### Track usage over the die, run 1

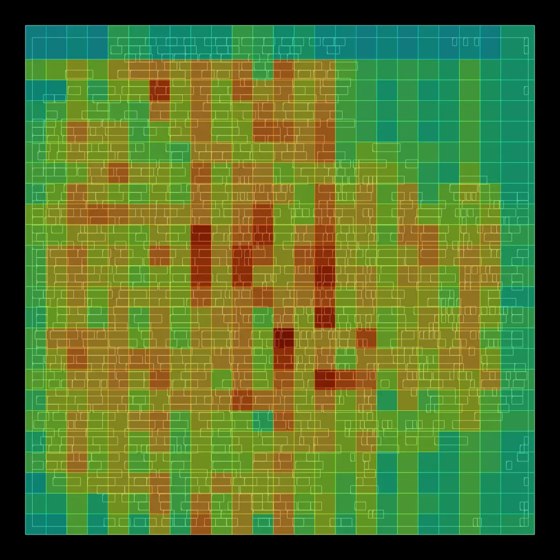
### Placed cells, one colour a class, run 1

Bar = 50 um.
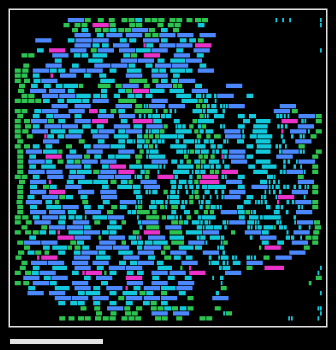
### Routed clock nets over the placement, run 1

Bar = 50 um.
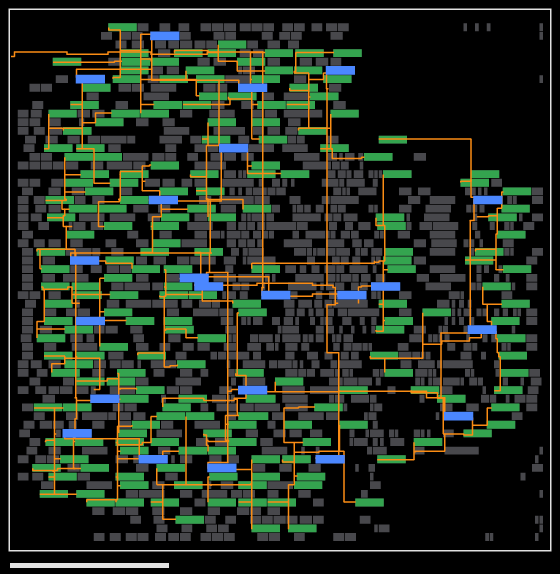
--- src/rtl/voice_mixer.sv ---
// Sequential voice mixer: accumulates one voice per cycle, shifts, saturates, holds result until accepted.
// Optional clip counter enabled by defining VOICE_MIXER_CLIP_CNT_EN.
module voice_mixer #(
  parameter int NUM_VOICES    = 8,
  parameter int NUM_BITS_WORD = 18
) (
  input  logic                                clk,
  input  logic                                rst,
  input  logic                                sample_tick,
  input  logic [NUM_VOICES*NUM_BITS_WORD-1:0] voice_words,
  input  logic [NUM_VOICES-1:0]               voice_active,
  input  logic [2:0]                          shift,
  input  logic                                mix_ready,
  output logic [NUM_BITS_WORD-1:0]            mix_out,
  output logic                                mix_valid,
  output logic                                busy,
  output logic                                clip,
  output logic                                overrun,
  output logic [15:0]                         clip_count
);

  localparam int W  = NUM_BITS_WORD;
  localparam int IW = $clog2(NUM_VOICES);
  localparam int AW = W + IW;

  localparam logic signed [AW-1:0] SAT_MAX = {{(IW+1){1'b0}}, {(W-1){1'b1}}};
  localparam logic signed [AW-1:0] SAT_MIN = {{(IW+1){1'b1}}, {(W-1){1'b0}}};

  typedef enum logic [1:0] {IDLE, ACCUM, SAT, OUT} state_t;

  state_t                       state_q, state_d;
  logic [NUM_VOICES*W-1:0]      voice_q, voice_d;
  logic [NUM_VOICES-1:0]        active_q, active_d;
  logic [2:0]                   shift_q, shift_d;
  logic [IW-1:0]                idx_q, idx_d;
  logic signed [AW-1:0]         acc_q, acc_d;
  logic [W-1:0]                 mix_out_q, mix_out_d;
  logic                         mix_valid_q, mix_valid_d;
  logic                         clip_q, clip_d;
  logic                         overrun_q, overrun_d;

  logic [W-1:0]                 voice_sel;
  logic signed [AW-1:0]         addend;
  logic signed [AW-1:0]         shifted;

  always_comb begin
    state_d     = state_q;
    voice_d     = voice_q;
    active_d    = active_q;
    shift_d     = shift_q;
    idx_d       = idx_q;
    acc_d       = acc_q;
    mix_out_d   = mix_out_q;
    mix_valid_d = mix_valid_q;
    clip_d      = 1'b0;
    // Any tick outside IDLE is lost, including one coinciding with the OUT handshake.
    overrun_d   = sample_tick && (state_q != IDLE);

    voice_sel = voice_q[int'(idx_q)*W +: W];
    addend    = active_q[idx_q] ? {{IW{voice_sel[W-1]}}, voice_sel} : '0;
    shifted   = acc_q >>> shift_q;

    case (state_q)
      IDLE: begin
        if (sample_tick) begin
          voice_d  = voice_words;
          active_d = voice_active;
          shift_d  = shift;
          acc_d    = '0;
          idx_d    = '0;
          state_d  = ACCUM;
        end
      end
      ACCUM: begin
        acc_d = acc_q + addend;
        idx_d = idx_q + 1'b1;
        if (idx_q == IW'(NUM_VOICES - 1)) begin
          state_d = SAT;
        end
      end
      SAT: begin
        if (shifted > SAT_MAX) begin
          mix_out_d = SAT_MAX[W-1:0];
          clip_d    = 1'b1;
        end else if (shifted < SAT_MIN) begin
          mix_out_d = SAT_MIN[W-1:0];
          clip_d    = 1'b1;
        end else begin
          mix_out_d = shifted[W-1:0];
        end
        mix_valid_d = 1'b1;
        state_d     = OUT;
      end
      OUT: begin
        if (mix_ready) begin
          mix_valid_d = 1'b0;
          state_d     = IDLE;
        end
      end
      default: state_d = IDLE;
    endcase
  end

  always_ff @(posedge clk or negedge rst) begin
    if (!rst) begin
      state_q     <= IDLE;
      voice_q     <= '0;
      active_q    <= '0;
      shift_q     <= '0;
      idx_q       <= '0;
      acc_q       <= '0;
      mix_out_q   <= '0;
      mix_valid_q <= 1'b0;
      clip_q      <= 1'b0;
      overrun_q   <= 1'b0;
    end else begin
      state_q     <= state_d;
      voice_q     <= voice_d;
      active_q    <= active_d;
      shift_q     <= shift_d;
      idx_q       <= idx_d;
      acc_q       <= acc_d;
      mix_out_q   <= mix_out_d;
      mix_valid_q <= mix_valid_d;
      clip_q      <= clip_d;
      overrun_q   <= overrun_d;
    end
  end

`ifdef VOICE_MIXER_CLIP_CNT_EN
  logic [15:0] clip_count_q, clip_count_d;

  always_comb begin
    clip_count_d = clip_count_q;
    if (clip_d && (clip_count_q != 16'hFFFF)) begin
      clip_count_d = clip_count_q + 16'd1;
    end
  end

  always_ff @(posedge clk or negedge rst) begin
    if (!rst) begin
      clip_count_q <= 16'd0;
    end else begin
      clip_count_q <= clip_count_d;
    end
  end

  assign clip_count = clip_count_q;
`else
  assign clip_count = 16'd0;
`endif

  assign mix_out   = mix_out_q;
  assign mix_valid = mix_valid_q;
  assign busy      = (state_q != IDLE);
  assign clip      = clip_q;
  assign overrun   = overrun_q;

endmodule

--- config.mk ---
export PLATFORM = sky130hd
export DESIGN_NAME = voice_mixer
export DESIGN_NICKNAME = d
export VERILOG_FILES = /design/src/rtl/voice_mixer.sv
export SDC_FILE = /design/constraint.sdc
export NUM_CORES = 1
export LEC_CHECK = 0
export CAP_MARGIN = 40
export CELL_PAD_IN_SITES_DETAIL_PLACEMENT = 0
export CELL_PAD_IN_SITES_GLOBAL_PLACEMENT = 1
export CORE_MARGIN = 2
export CORE_UTILIZATION = 38
export DETAILED_ROUTE_END_ITERATION = 6
export GPL_ROUTABILITY_DRIVEN = 1
export PLACE_DENSITY = 0.75
export RECOVER_POWER = 100
export SYNTH_ARGS = -nofsm -noshare
export SYNTH_HDL_FRONTEND = slang
export SYNTH_SLANG_ARGS = --single-unit
--- constraint.sdc ---
create_clock -name clk -period 3.1 [get_ports clk]
set_input_delay 0.465 -clock clk [delete_from_list [all_inputs] [get_ports clk]]
set_output_delay 0.465 -clock clk [all_outputs]
set_load 0.01 [all_outputs]
==> job_summary.md, run 1 <==
## Implementation flow summary

| Metric | Value |
|---|---|
| Run status | `finished, violations left` |
| Failing checks | `capacitance limit, slew limit, setup timing` |
| DRT met1 WL | `11,790 um` |
| Met2 wire length | `12,030 um` |
| Comb pwr share | `0.547` |
| H-tree depth | `1` |
| Final min period | `3.330 ns` |
| Synth flops | `202` |
| RSZ-0062 raised after global routing | `true` |
| Global-route wire length before repair | `41,030 um` |
| Hold Path End | `voice_q[71]` |
| Die Wd | `170.0 um` |
| Chip Area, Yosys | `10,470 sq um` |
| RR Startpoint | `idx_q[0]` |
| R2R Setup Slk | `-0.23 ns` |
| Io pins | `197` |
| Family with the most delay on the worst path | `AND-OR/OR-AND gates` |
| Tcrit/Tclk final | `1.074` |
| DRC | `0` |
| Multi-input combinational area share | `0.3792` |
| Diodes inserted | `1` |
| Critical path buffer and inverter count | `4` |
| Worst-case reg-to-reg path depth | `16` |
| Highest-count logic cell in the final layout | `dfrtp_1` |
| Main area contributors | `dfrtp_1, mux2_2, mux4_2` |
| Leakage power | `0.005970 uW` |
| Crit path DAT | `3.70 ns` |
| Seq area share | `0.3546` |
| Synthesized area per cell | `12.99 sq um` |
| Crit-path cells | `buf_12 -> mux4_2 -> mux2i_4 -> buf_6 -> nor2_1 -> ha_1 -> buf_6 -> o21ai_2 -> o21bai_1 -> a21oi_1 -> o21ai_2 -> a31oi_1 -> buf_4 -> o41ai_4 -> xnor2_1 -> o21ai_1` |
| Maximum VDD drop | `0.4493 mV` |
| Crit Path Class | `reg2reg` |
| Power Sequential | `4780 uW` |
| Vias per inst | `5.080` |
| Multi-input gates | `539` |
| Power Density | `1143 nW/um^2` |
| GPL Wtd Cong | `0.8364` |
| Clock Sinks | `202` |
| Area Overhead vs Synth | `36.25%` |
| Fin. Hold Viols | `0` |
| Fmax | `300.3 MHz` |
| HPWL after DPL | `18,630 um` |
| Top Layout Cells | `dfrtp_1, mux2_2, clkdlybuf4s50_1` |
| Slowest CP cell | `mux4_2` |
| Post-CTS Setup Bufs | `16` |
| Yosys Warn Count | `0` |
| Max reg flops | `144` |
| Dominant comb cell | `multiplexers` |
| Slew margin rel. | `-0.2393` |
| Pwr Total | `16,310 uW` |
| Final worst slack | `-0.2298 ns` |
| Placeable Area | `27,030 sq um` |
| Non-clock buffering overhead | `0.1818` |
| Placed cells | `1,347` |
| Grt peak-use layer | `met2` |
| Area leader share | `0.4828` |
| Area leader, netlist | `dfrtp_1` |
| Total grt overflow | `0` |
| Multiplexer area fraction after synthesis | `0.3119` |
| Length of routed met3 wiring | `1396 um` |
| P_sw | `5845 uW` |
| Leading power group | `combinational logic` |
| Initial DRC Count | `331` |
| Biggest register | `voice_q` |
| Worst-case hold slack | `0.5022 ns` |
| DRT Pass-1 Iters | `4` |
| Crit path from | `idx_q[0]` |
| Max layer used | `met5` |
| Std cell rows | `60` |
| Simple share | `0.04159` |
| Clock-pin slew on the worst setup and hold paths | `0.06 ns` |
| Cell Type Count | `54` |
| Final Setup Violations | `11` |
| Number of cells in Yosys stat | `806` |
| Tap Cells | `341` |
| Remaining antenna violation count | `0` |
| Max-area cell class | `multi-input combinational cells` |
| CP Depth | `16` |
| Worst Path Max Fanout | `5` |
| Vias in the first global route | `7,439` |
| Min-Delay Path Class | `reg2reg` |
| Clock buffer depth | `3` |
| Initial core utilization | `0.3874` |
| Clk cell area share | `0.04965` |
| CTS tree | `done` |
| Largest net degree at the start of global routing | `79` |
| Fillcell total | `2,330` |
| Final slew viol count | `76` |
| Ys async rst share | `1.000` |
| Pre-CTS setup slack | `-0.2755 ns` |
| Footprint of the multi-input gates | `5409 sq um` |
| Log Warnings | `32` |
| Fin Setup TNS | `-1.672 ns` |
| Met3 Resource Use GR | `0.04233` |
| Die Ht | `170.0 um` |
| Worst slew pin tran | `1.859 ns` |
| Nonclk inv count | `18` |
| Root Driver | `clkbuf_16` |
| Layout cells sized above 1 | `0.3694` |
| Post-CTS resize count | `43` |
| Main synth FF type | `dfrtp_1` |
| Crit path capture | `acc_q[19]` |
| Mapped Cells | `806` |
| Switch share | `0.3584` |
| Dpl cell area | `13,130 sq um` |
| Register area | `5057 sq um` |
| Sequential power share | `0.293` |
| Most instantiated cells after synthesis | `dfrtp_1, mux2_2, a21oi_1, mux4_2, nor2_1` |
| Final WL | `25,870 um` |
| Port-buffer cells | `180` |
| Total clock buffers created by CTS | `22` |
| Fin area | `14,260 sq um` |
| Crit start category | `register` |
| Final net count | `1,235` |
| Via Count | `7,143` |
| Yosys adder share | `0.03299` |
| Critical path required time | `3.47 ns` |
| Critical path endpoint category | `register` |
| Compound-Gate Fraction of Synth Area | `0.07924` |
| Clock buf count | `32` |
| Max_cap viols | `1` |
| XORs/XNORs by Area | `0.01422` |
| Flop count | `202` |
About 'Track usage over the die':
final core occ: 0.5278
WL/cell: 18.40 um
met2 Track Usage GR: 0.2917
met1 Use GR: 0.2498
total track usage: 0.1815

About 'Placed cells, one colour a class':
Key: clock drivers and dummy loads = magenta [cells 39, share of their area 5.1%]; all other logic = cyan [cells 557, share of their area 40%]; other buffers and delay cells = green [cells 266, share of their area 19%]; flip-flops = blue [cells 202, share of their area 37%]

About 'Routed clock nets over the placement':
Key: cells driving clock nets = blue [count 22]; clock wires = orange [length 2,790 um]; flip-flops = green [count 202]
Position of the flops: spread over the die. There are 23 routed clock nets.
Power Clock: 2610 uW
latest clock arrival within the worst-skew pair: 0.53 ns
clock network fraction of total power: 0.160
Layout Skew: 0.01906 ns

==> run 2: changes to the inputs <==
--- a/config.mk
+++ b/config.mk
@@ -17,3 +17,4 @@
 export SYNTH_ARGS = -nofsm -noshare
 export SYNTH_HDL_FRONTEND = slang
 export SYNTH_SLANG_ARGS = --single-unit
+export TNS_END_PERCENT = 10
==> job_summary.md, run 2 <==
## Implementation flow summary

| Metric | Value |
|---|---|
| Sequential power share | `0.295` |
| Max_cap viols | `1` |
| Crit-path cells | `buf_4 -> mux4_2 -> mux2i_4 -> buf_12 -> buf_6 -> nor2_1 -> ha_1 -> o21ai_1 -> o21bai_1 -> a21oi_2 -> o21ai_2 -> nand3_2 -> o311ai_1 -> xnor2_1 -> o21ai_0` |
| Slew margin rel. | `-0.3103` |
| Worst-case hold slack | `0.4980 ns` |
| Remaining antenna violation count | `0` |
| Number of cells in Yosys stat | `806` |
| Port-buffer cells | `180` |
| Area Overhead vs Synth | `36.27%` |
| Dominant comb cell | `multiplexers` |
| Worst-case reg-to-reg path depth | `15` |
| Leakage power | `0.006026 uW` |
| DRT Pass-1 Iters | `4` |
| Grt peak-use layer | `met2` |
| Main area contributors | `dfrtp_1, mux2_2, mux4_2` |
| Synth flops | `202` |
| Max-area cell class | `multi-input combinational cells` |
| Std cell rows | `60` |
| Post-CTS Setup Bufs | `19` |
| Total clock buffers created by CTS | `24` |
| Non-clock buffering overhead | `0.1786` |
| Length of routed met3 wiring | `1406 um` |
| Chip Area, Yosys | `10,470 sq um` |
| Min-Delay Path Class | `reg2reg` |
| Highest-count logic cell in the final layout | `dfrtp_1` |
| Met1 Use GR | `0.2536` |
| Clock buffer depth | `3` |
| Via Count | `7,215` |
| Met2 wire length | `12,580 um` |
| Pre-CTS setup slack | `-0.2949 ns` |
| Register area | `5057 sq um` |
| Tap Cells | `341` |
| Switch share | `0.3540` |
| Multi-input combinational area share | `0.3730` |
| Compound-Gate Fraction of Synth Area | `0.07924` |
| Slowest CP cell | `mux4_2` |
| Fin area | `14,270 sq um` |
| Fin Setup TNS | `-1.460 ns` |
| Comb pwr share | `0.526` |
| Crit start category | `register` |
| Main synth FF type | `dfrtp_1` |
| RR Startpoint | `idx_q[0]` |
| Critical path buffer and inverter count | `3` |
| P_sw | `5748 uW` |
| Diodes inserted | `1` |
| Max reg flops | `144` |
| Failing checks | `capacitance limit, slew limit, setup timing` |
| WL/cell | `18.52 um` |
| Log Warnings | `32` |
| Initial DRC Count | `322` |
| HPWL after DPL | `19,090 um` |
| Max layer used | `met4` |
| Family with the most delay on the worst path | `AND-OR/OR-AND gates` |
| Hold Path End | `mix_out[17]` |
| RSZ-0062 raised after global routing | `true` |
| Final Setup Violations | `12` |
| Final min period | `3.347 ns` |
| Pwr Total | `16,240 uW` |
| Final net count | `1,237` |
| Simple share | `0.04159` |
| CTS tree | `done` |
| R2R Setup Slk | `-0.25 ns` |
| Die Wd | `170.0 um` |
| Multi-input gates | `539` |
| Most instantiated cells after synthesis | `dfrtp_1, mux2_2, a21oi_1, mux4_2, nor2_1` |
| Latest clock arrival within the worst-skew pair | `0.53 ns` |
| Run status | `finished, violations left` |
| Worst Path Max Fanout | `6` |
| Fmax | `298.8 MHz` |
| Final slew viol count | `75` |
| Internal | `10,490 uW` |
| Global-route wire length before repair | `42,190 um` |
| Clk cell area share | `0.05911` |
| Initial core utilization | `0.3874` |
| XORs/XNORs by Area | `0.01422` |
| Root Driver | `clkbuf_16` |
| Leading power group | `combinational logic` |
| Mapped Cells | `806` |
| CP Depth | `15` |
| DRC | `0` |
| Vias per inst | `5.113` |
| Worst slew pin tran | `1.965 ns` |
| H-tree depth | `1` |
| Crit path from | `idx_q[0]` |
| Clock Sinks | `202` |
| Final core occ | `0.5279` |
| Met3 Resource Use GR | `0.03884` |
| Ys async rst share | `1.000` |
| Tcrit/Tclk final | `1.080` |
| Clock-pin slew on the worst setup and hold paths | `0.05 ns` |
| Synthesized area per cell | `12.99 sq um` |
| Dpl cell area | `13,080 sq um` |
| Crit path capture | `acc_q[17]` |
| Crit Path Class | `reg2reg` |
| Critical path required time | `3.46 ns` |
| Power Density | `1138 nW/um^2` |
| Clock buf count | `34` |
| Biggest register | `voice_q` |
| Top Layout Cells | `dfrtp_1, mux2_2, clkdlybuf4s50_1` |
| Seq area share | `0.3545` |
| Yosys Warn Count | `0` |
| Largest net degree at the start of global routing | `75` |
| Total track usage | `0.1858` |
| GPL Wtd Cong | `0.8348` |
| Io pins | `197` |
| Critical path endpoint category | `register` |
| Power Sequential | `4790 uW` |
| Layout cells sized above 1 | `0.3704` |
| Die Ht | `170.0 um` |
| Placeable Area | `27,030 sq um` |
| Post-CTS resize count | `32` |
| Multiplexer area fraction after synthesis | `0.3119` |
| Footprint of the multi-input gates | `5321 sq um` |
| Fillcell total | `2,361` |
| Yosys adder share | `0.03299` |
| Fin. Hold Viols | `0` |
| Met2 Track Usage GR | `0.3075` |
| Area leader, netlist | `dfrtp_1` |
| Nonclk inv count | `18` |
| Placed cells | `1,344` |
| Area leader share | `0.4828` |
| Final worst slack | `-0.2465 ns` |
| Crit path DAT | `3.71 ns` |
| Cell Type Count | `54` |
| Total grt overflow | `0` |
| Flop count | `202` |
| Final WL | `26,140 um` |
### Routed clock nets over the placement, run 2

Bar = 50 um.
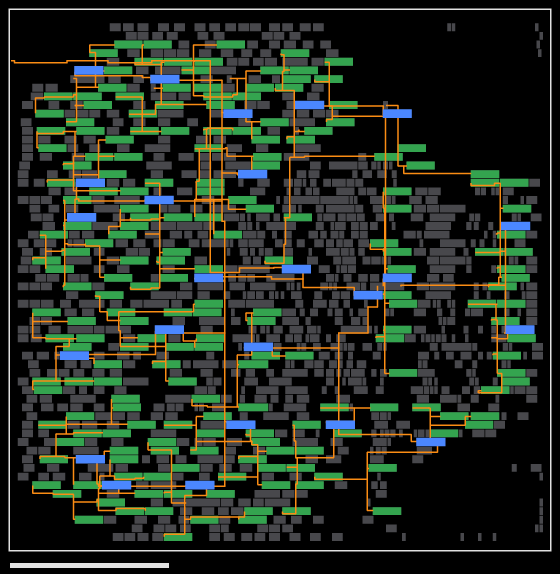
Key: clock wires = orange [length 2,720 um]; flip-flops = green [count 202]; cells driving clock nets = blue [count 24]
Position of the flops: spread over the die. There are 25 routed clock nets.
Layout Skew: 0.02067 ns
clock network fraction of total power: 0.179
Power Clock: 2900 uW

### Placed cells, one colour a class, run 2

Bar = 50 um.
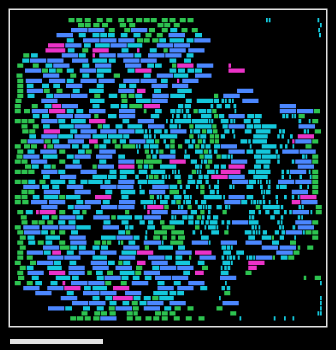
Key: clock drivers and dummy loads = magenta [cells 44, share of their area 6.1%]; all other logic = cyan [cells 557, share of their area 39%]; other buffers and delay cells = green [cells 266, share of their area 18%]; flip-flops = blue [cells 202, share of their area 37%]

No activity file was given, so power comes from the tool's default toggle rates.
